`src/rtl/des_key_schedule_generator_if.sv`:
```
// Handshake and data bundle between a DES key-schedule engine and the
// round datapath that consumes its subkeys.
interface des_key_schedule_generator_if;
  logic          key_load;
  logic [64:1]   key_input;
  logic          decrypt_mode;
  logic          subkey_ready;
  logic          subkey_valid;
  logic [48:1]   subkey_output;
  logic [4:0]    subkey_index;
  logic          busy;
  logic          schedule_done;
  logic          key_parity_error;

  // Consumer side: loads keys and accepts subkeys.
  modport master (
    output key_load,
    output key_input,
    output decrypt_mode,
    output subkey_ready,
    input  subkey_valid,
    input  subkey_output,
    input  subkey_index,
    input  busy,
    input  schedule_done,
    input  key_parity_error
  );

  // Engine side.
  modport slave (
    input  key_load,
    input  key_input,
    input  decrypt_mode,
    input  subkey_ready,
    output subkey_valid,
    output subkey_output,
    output subkey_index,
    output busy,
    output schedule_done,
    output key_parity_error
  );
endinterface

```
`src/rtl/des_key_schedule_generator.sv`:
```
// Sequential DES key schedule. A loaded key is reduced by PC-1 into the C/D
// halves; each accepted subkey advances C/D by the round's shift amount,
// leftwards for K1..K16 or rightwards for K16..K1, so one engine serves both
// encryption and decryption. Subkeys are PC-2 of the registered C/D only.
// All vectors use DES bit numbering: index n is DES bit n.
module des_key_schedule_generator #(
  parameter int PARITY_CHECK = 0
) (
  input logic                          clk,
  input logic                          reset,
  des_key_schedule_generator_if.slave  ks
);

  typedef enum logic {
    IDLE = 1'b0,
    RUN  = 1'b1
  } state_t;

  // PC-1, C half. The streaming reverse puts the first table entry at bit 1.
  function automatic logic [28:1] pc1_c(input logic [64:1] k);
    logic [28:1] r;
    r = {<<{k[57], k[49], k[41], k[33], k[25], k[17], k[9],
            k[1],  k[58], k[50], k[42], k[34], k[26], k[18],
            k[10], k[2],  k[59], k[51], k[43], k[35], k[27],
            k[19], k[11], k[3],  k[60], k[52], k[44], k[36]}};
    return r;
  endfunction

  // PC-1, D half.
  function automatic logic [28:1] pc1_d(input logic [64:1] k);
    logic [28:1] r;
    r = {<<{k[63], k[55], k[47], k[39], k[31], k[23], k[15],
            k[7],  k[62], k[54], k[46], k[38], k[30], k[22],
            k[14], k[6],  k[61], k[53], k[45], k[37], k[29],
            k[21], k[13], k[5],  k[28], k[20], k[12], k[4]}};
    return r;
  endfunction

  // PC-2 over the joined 56-bit C/D (C is bits 1..28, D is bits 29..56).
  function automatic logic [48:1] pc2(input logic [28:1] c, input logic [28:1] d);
    logic [56:1] cd;
    logic [48:1] r;
    cd = {d, c};
    r = {<<{cd[14], cd[17], cd[11], cd[24], cd[1],  cd[5],
            cd[3],  cd[28], cd[15], cd[6],  cd[21], cd[10],
            cd[23], cd[19], cd[12], cd[4],  cd[26], cd[8],
            cd[16], cd[7],  cd[27], cd[20], cd[13], cd[2],
            cd[41], cd[52], cd[31], cd[37], cd[47], cd[55],
            cd[30], cd[40], cd[51], cd[45], cd[33], cd[48],
            cd[44], cd[49], cd[39], cd[56], cd[34], cd[53],
            cd[46], cd[42], cd[50], cd[36], cd[29], cd[32]}};
    return r;
  endfunction

  // Rounds 1, 2, 9 and 16 shift by one position; every other round by two.
  function automatic logic shift_is_two(input logic [4:0] round);
    return !((round == 5'd1) || (round == 5'd2) ||
             (round == 5'd9) || (round == 5'd16));
  endfunction

  // DES left rotation moves bit n+1 into bit n, bit 1 wrapping to bit 28.
  function automatic logic [28:1] rot_left(input logic [28:1] x, input logic two);
    return two ? {x[2:1], x[28:3]} : {x[1], x[28:2]};
  endfunction

  // Inverse of rot_left.
  function automatic logic [28:1] rot_right(input logic [28:1] x, input logic two);
    return two ? {x[26:1], x[28:27]} : {x[27:1], x[28]};
  endfunction

  // A byte fails DES odd parity when its eight bits XOR to zero.
  function automatic logic parity_fail(input logic [64:1] k);
    return (~^k[8:1])   | (~^k[16:9])  | (~^k[24:17]) | (~^k[32:25]) |
           (~^k[40:33]) | (~^k[48:41]) | (~^k[56:49]) | (~^k[64:57]);
  endfunction

  state_t      state_p0, state_nx;
  logic [28:1] c_p0, c_nx;
  logic [28:1] d_p0, d_nx;
  logic [4:0]  idx_p0, idx_nx;
  logic        dec_p0, dec_nx;
  logic        done_p0, done_nx;
  logic        perr_p0, perr_nx;

  logic [28:1] c_load;
  logic [28:1] d_load;
  logic        perr_load;
  logic        accept;
  logic        last_round;

  assign c_load     = pc1_c(ks.key_input);
  assign d_load     = pc1_d(ks.key_input);
  assign perr_load  = (PARITY_CHECK != 0) ? parity_fail(ks.key_input) : 1'b0;
  assign accept     = (state_p0 == RUN) && ks.subkey_ready;
  assign last_round = dec_p0 ? (idx_p0 == 5'd1) : (idx_p0 == 5'd16);

  // Next-state logic: load in IDLE, advance C/D on each accepted subkey.
  always_comb begin
    state_nx = state_p0;
    c_nx     = c_p0;
    d_nx     = d_p0;
    idx_nx   = idx_p0;
    dec_nx   = dec_p0;
    done_nx  = 1'b0;
    perr_nx  = perr_p0;
    case (state_p0)
      IDLE: begin
        if (ks.key_load) begin
          state_nx = RUN;
          dec_nx   = ks.decrypt_mode;
          perr_nx  = perr_load;
          if (ks.decrypt_mode) begin
            // C16/D16 equal C0/D0: the sixteen shifts total 28 positions.
            c_nx   = c_load;
            d_nx   = d_load;
            idx_nx = 5'd16;
          end else begin
            c_nx   = rot_left(c_load, 1'b0);
            d_nx   = rot_left(d_load, 1'b0);
            idx_nx = 5'd1;
          end
        end
      end
      RUN: begin
        if (accept) begin
          if (last_round) begin
            state_nx = IDLE;
            idx_nx   = 5'd0;
            done_nx  = 1'b1;
          end else if (dec_p0) begin
            // Undo the shift that produced the current round.
            c_nx   = rot_right(c_p0, shift_is_two(idx_p0));
            d_nx   = rot_right(d_p0, shift_is_two(idx_p0));
            idx_nx = idx_p0 - 5'd1;
          end else begin
            // Apply the shift that produces the next round.
            c_nx   = rot_left(c_p0, shift_is_two(idx_p0 + 5'd1));
            d_nx   = rot_left(d_p0, shift_is_two(idx_p0 + 5'd1));
            idx_nx = idx_p0 + 5'd1;
          end
        end
      end
      default: state_nx = IDLE;
    endcase
  end

  // State and C/D registers; reset clears everything, including C/D.
  always_ff @(posedge clk or posedge reset) begin
    if (reset) begin
      state_p0 <= IDLE;
      c_p0     <= '0;
      d_p0     <= '0;
      idx_p0   <= '0;
      dec_p0   <= 1'b0;
      done_p0  <= 1'b0;
      perr_p0  <= 1'b0;
    end else begin
      state_p0 <= state_nx;
      c_p0     <= c_nx;
      d_p0     <= d_nx;
      idx_p0   <= idx_nx;
      dec_p0   <= dec_nx;
      done_p0  <= done_nx;
      perr_p0  <= perr_nx;
    end
  end

  assign ks.subkey_valid     = (state_p0 == RUN);
  assign ks.busy             = (state_p0 == RUN);
  assign ks.subkey_index     = idx_p0;
  assign ks.subkey_output    = pc2(c_p0, d_p0);
  assign ks.schedule_done    = done_p0;
  assign ks.key_parity_error = perr_p0;

endmodule

```
`src/flat_wrapper.sv`:
```
// flat-port wrapper written by rule: the top's interface ports become plain ports
module des_key_schedule_generator_flat 
#(
  parameter int PARITY_CHECK = 0
)
  (clk, reset, ks_key_load, ks_key_input, ks_decrypt_mode, ks_subkey_ready, ks_subkey_valid, ks_subkey_output, ks_subkey_index, ks_busy, ks_schedule_done, ks_key_parity_error);
  des_key_schedule_generator_if ks_i ();
  input logic clk;
  input logic reset;
  input wire logic [$bits(ks_i.key_load)-1:0] ks_key_load;
  input wire logic [$bits(ks_i.key_input)-1:0] ks_key_input;
  input wire logic [$bits(ks_i.decrypt_mode)-1:0] ks_decrypt_mode;
  input wire logic [$bits(ks_i.subkey_ready)-1:0] ks_subkey_ready;
  output wire logic [$bits(ks_i.subkey_valid)-1:0] ks_subkey_valid;
  output wire logic [$bits(ks_i.subkey_output)-1:0] ks_subkey_output;
  output wire logic [$bits(ks_i.subkey_index)-1:0] ks_subkey_index;
  output wire logic [$bits(ks_i.busy)-1:0] ks_busy;
  output wire logic [$bits(ks_i.schedule_done)-1:0] ks_schedule_done;
  output wire logic [$bits(ks_i.key_parity_error)-1:0] ks_key_parity_error;
  assign ks_i.key_load = ks_key_load;
  assign ks_i.key_input = ks_key_input;
  assign ks_i.decrypt_mode = ks_decrypt_mode;
  assign ks_i.subkey_ready = ks_subkey_ready;
  assign ks_subkey_valid = ks_i.subkey_valid;
  assign ks_subkey_output = ks_i.subkey_output;
  assign ks_subkey_index = ks_i.subkey_index;
  assign ks_busy = ks_i.busy;
  assign ks_schedule_done = ks_i.schedule_done;
  assign ks_key_parity_error = ks_i.key_parity_error;
  des_key_schedule_generator #(.PARITY_CHECK(PARITY_CHECK)) u_core (.clk(clk), .reset(reset), .ks(ks_i));
endmodule
```
`config.mk`:
```
export PLATFORM = sky130hd
export DESIGN_NAME = des_key_schedule_generator_flat
export DESIGN_NICKNAME = d
export VERILOG_FILES = /design/src/rtl/des_key_schedule_generator_if.sv /design/src/rtl/des_key_schedule_generator.sv /design/src/flat_wrapper.sv
export SDC_FILE = /design/constraint.sdc
export NUM_CORES = 1
export LEC_CHECK = 0
export ABC_CLOCK_PERIOD_IN_PS = 2000
export CAP_MARGIN = 20
export CORE_MARGIN = 1.5
export CORE_UTILIZATION = 35
export CTS_CLUSTER_SIZE = 8
export DETAILED_ROUTE_END_ITERATION = 8
export GPL_TIMING_DRIVEN = 0
export PLACE_DENSITY = 0.6
export SKIP_CTS_REPAIR_TIMING = 1
export SYNTH_ARGS = -nofsm -noshare
export SYNTH_HDL_FRONTEND = slang
export SYNTH_SLANG_ARGS = --single-unit
```
`constraint.sdc`:
```
create_clock -name clk -period 2 [get_ports clk]
set_input_delay 0.5 -clock clk [delete_from_list [all_inputs] [get_ports clk]]
set_output_delay 0.5 -clock clk [all_outputs]
set_load 0.005 [all_outputs]
```
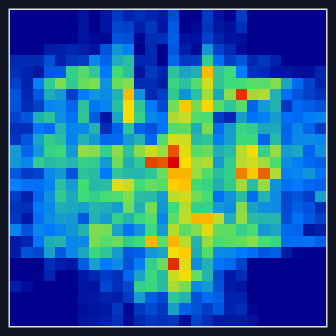
*Signal metal coverage by tile*
28 x 28 tiles, from dark blue (low) to red (high), scaled to the fullest tile. Values are wire area over tile area, all layers added.
mean over tiles	0.18
nearly empty tiles	18%
densest ninth of the die	center
emptiest ninth of the die	lower right
average wire length per cell after detail routing: 18.15 um
number of vias after detailed routing: 6865
Global Route Usage Sum: 0.2129
WL final: 22510 um

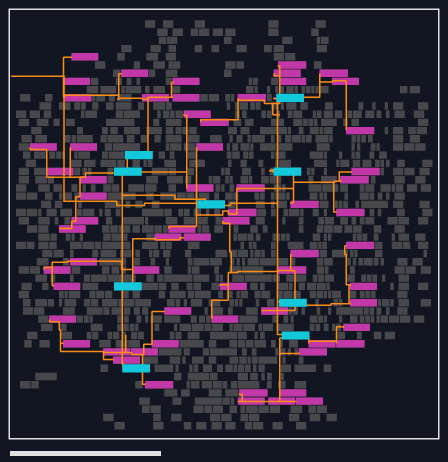
*Clock distribution*
Scale bar: 50 um.
[magenta] flip-flops | count: 64
[orange] clock wires | length: 1160 um
[cyan] clock drivers | count: 9
flops lie	widely spread
clock group total power: 1.45 mW
relative contribution of the clock network to total power: 0.079

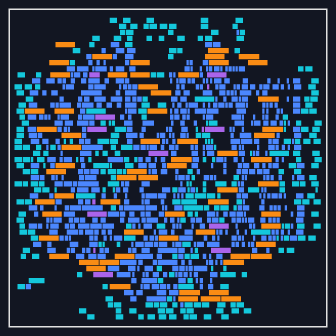
*Cells colored by class*
color	class	cells	share of their area
cyan	other buffers and delay cells	275	28%
blue	combinational and other logic	627	51%
orange	flops	64	18%
purple	clock drivers and dummy loads	14	2.8%
fin area: 0.009351 mm2
Core Footprint: 0.01883 mm2
proportion of cell area occupied by registers: 0.1737
core occupancy in the finished layout: 0.4966

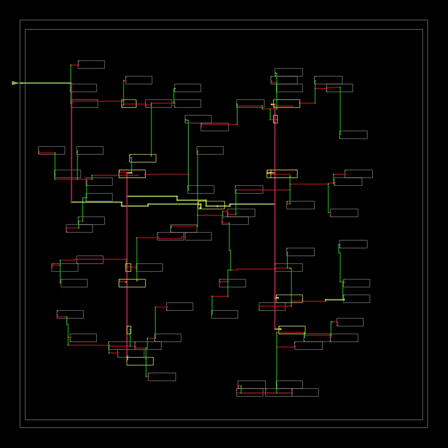
*Clock wiring as the flow saved it*
worst clock skew on the final layout: 0.009642 ns
Flop Count: 64
clock insertion delay at the later pin of the skew report: 0.35 ns
clock sink count: 64
CTS Buf Count: 9

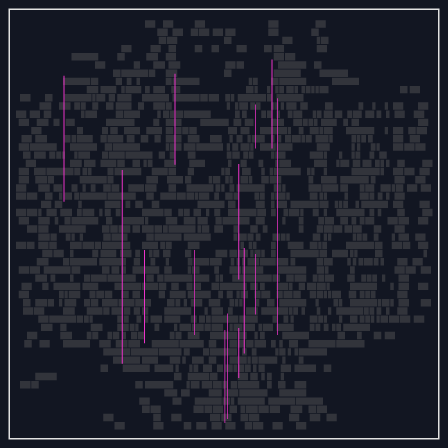
*M4 wires*
longest straight run	78.2 um
main direction	vertical

==> notes.md <==
Results of the flow run.

The flow ran to the end, but the final reports show violations. The checks that failed: setup timing. The flow measured a signed area growth from synthesis to layout of 38.28%. The detail route stage leaves a number of antenna-violating nets equal to 0. The data required time at the worst endpoint stands at roughly 2.2 ns.

The area of the synthesized netlist per yosys stat stands at 0.006763 mm2. After layout, the inverter instance count without clock inverters stands at 7. By instance count after routing, the leading logic cell types are 133 x sky130_fd_sc_hd__nand2_1, 113 x sky130_fd_sc_hd__clkdlybuf4s50_1, 77 x sky130_fd_sc_hd__buf_4. For this design the ratio of total power to cell area is around 2000 mW/mm2.

Leaving out buffers and inverters, the combinational logic in the layout accounts for 0.004611 mm2. By area the synthesized netlist is led by sky130_fd_sc_hd__dfrtp_1 24%, sky130_fd_sc_hd__mux2_2 10%, sky130_fd_sc_hd__nand2_1 7.8%, sky130_fd_sc_hd__a221oi_2 6.2%, sky130_fd_sc_hd__buf_4 6.2%. The fill cell instance count of the final layout stands at 1824.

The number of maximum-capacitance constraint violations stands at 0. Total power for the finished layout comes to between 15 and 20 mW. The transition time at the pin with the least slew margin stands at approximately 0.65 ns. The count of input and output buffers stands at roughly 110.

The number of logic gates stands at ~620. Sorting the synthesis cell report by count puts at the top sky130_fd_sc_hd__nand2_1. The power attributed to combinational cells stands at around 14 mW.

The number of antenna cells inserted stands at 0. The well tap count stands at about 260. The cell sitting at the root of the clock tree is a sky130_fd_sc_hd__clkbuf_16. Based on the critical path, the design can be clocked at up to 0.4557 GHz.

The register-to-register setup slack stands at -0.19 ns. The synthesized-area fraction occupied by and/or/nand/nor cells stands at 0.1364. In this run, the synthesized area fraction spent on AND-OR/OR-AND gates is recorded as 0.3332. The buffer share of cell area stands at 0.2675. The minimum hold slack stands at between 0.5 and 0.6 ns. From left edge to right edge, the die measures between 100 and 150 um. By startpoint and endpoint, the worst setup path is classified as flip-flop to flip-flop. The detailed router used layers up to and including met4. The global routing report lists met3 layer usage as 0.02423. The global-route met2 utilization stands at 0.3397. At the floorplan stage, the core utilization is reported as 0.3591. The post-route worst setup slack stands at -0.1944 ns. For the worst reg-to-reg path, the startpoint reported by OpenROAD is u_core.ks.subkey_index[0]$_DFFE_PP0P_. The post-route clock period utilization stands at 1.097.

In this run the worst setup path terminates at u_core.d_p0[23]$_DFFE_PP0P_. The total number of placement rows stands at around 50. The critical path depth stands at 10. The Yosys step of the flow raised 0 warnings.

Global route summary, busiest routing layer listed as met2. Detailed routing placed a total of approximately 1300 um of wire on met3. The wire length of the first global-routing pass stands at 34050 um.

The global routing report lists met1 layer usage as 0.2969. The final cell count without fillers stands at 1240. The post-placement cell area stands at between 0.008 and 0.009 mm2.

Synthesis produced a netlist whose cell count is ~820. The number of antenna violations at the first check in global routing was 0. The tightest slew margin relative to the limit stands at 0.5653. The number of buffer and inverter instances along the worst setup path stands at 3. Setup repair after global routing could not meet its margin everywhere. The synthesized net count stands at 894.

Switching power as a fraction of the total was reported as 0.4610. The number of placed instances with taps included stands at about 1200. In the final timing run, aggregate negative setup slack is -7.813 ns. The iteration-0 DRC count of the detailed router stands at 364.

Max-slew check failures listed in the final report amount to 0. The number of global-route vias before repair stands at around 6400. The chip area stands at approximately 0.02 mm2. The power report attributes to the sequential group a share of 0.171.

The worst setup path is captured at a flip-flop. The final timing report counts setup violations totalling about 57. The worst path arrival time stands at about 2.4 ns.

Per STA, the library cell used most along the worst path is sky130_fd_sc_hd__buf_12. Cell internal power was estimated by the tool at 9.922 mW. Traced cell by cell, the critical path runs through buf_12 -> ha_4 -> or2_4 -> o22ai_4 -> and2_4 -> buf_12 -> nor2_8 -> buf_6 -> a221oi_2 -> a21oi_2. The xor/xnor share of the synthesized area stands at 0.002590. Counting flops with an async set or reset pin after synthesis yields a share of 1.000.

Per the power-grid run, VDD falls by no more than 715.0 uV. STA classifies the critical path startpoint as a flip-flop. The pin count of the biggest net entering global routing stands at 39. The timing report attributes the biggest portion of critical-path delay to AND-OR/OR-AND gates.

The iteration count of the initial detailed-routing pass stands at 5. Of the total power, combinational logic draws 0.750. The layout report lists the clock-cell share of area as 0.02729. Among all cell classes, the greatest summed area belongs to logic gates.

The routed metal-1 wirelength stands at roughly 10000 um. The top cell type in the final layout, fill and taps aside, is sky130_fd_sc_hd__nand2_1. The clock slew at the register clock pins of the worst setup and hold paths stands at 0.06 ns.

The final critical path time including I/O delays and setup stands at ~2.2 ns. The synthesized-area fraction occupied by adder cells stands at 0.01110. The number of levels in the clock H-tree stands at 3.

The switching component of the power was reported as 8.487 mW. The flip-flop and latch count after synthesis stands at roughly 64. The cell area after synthesis stands at 0.006763 mm2. For reference, the final report shows the hold violation count at 0.

Warnings raised by the tools during the run amount to between 40 and 50. TritonCTS built the clock tree. The timing report gives the biggest stage delay along the critical path as ~0.45 ns. The number of cells on the worst reg-to-reg path stands at 10.
Power is estimated from default activity; no workload was simulated.
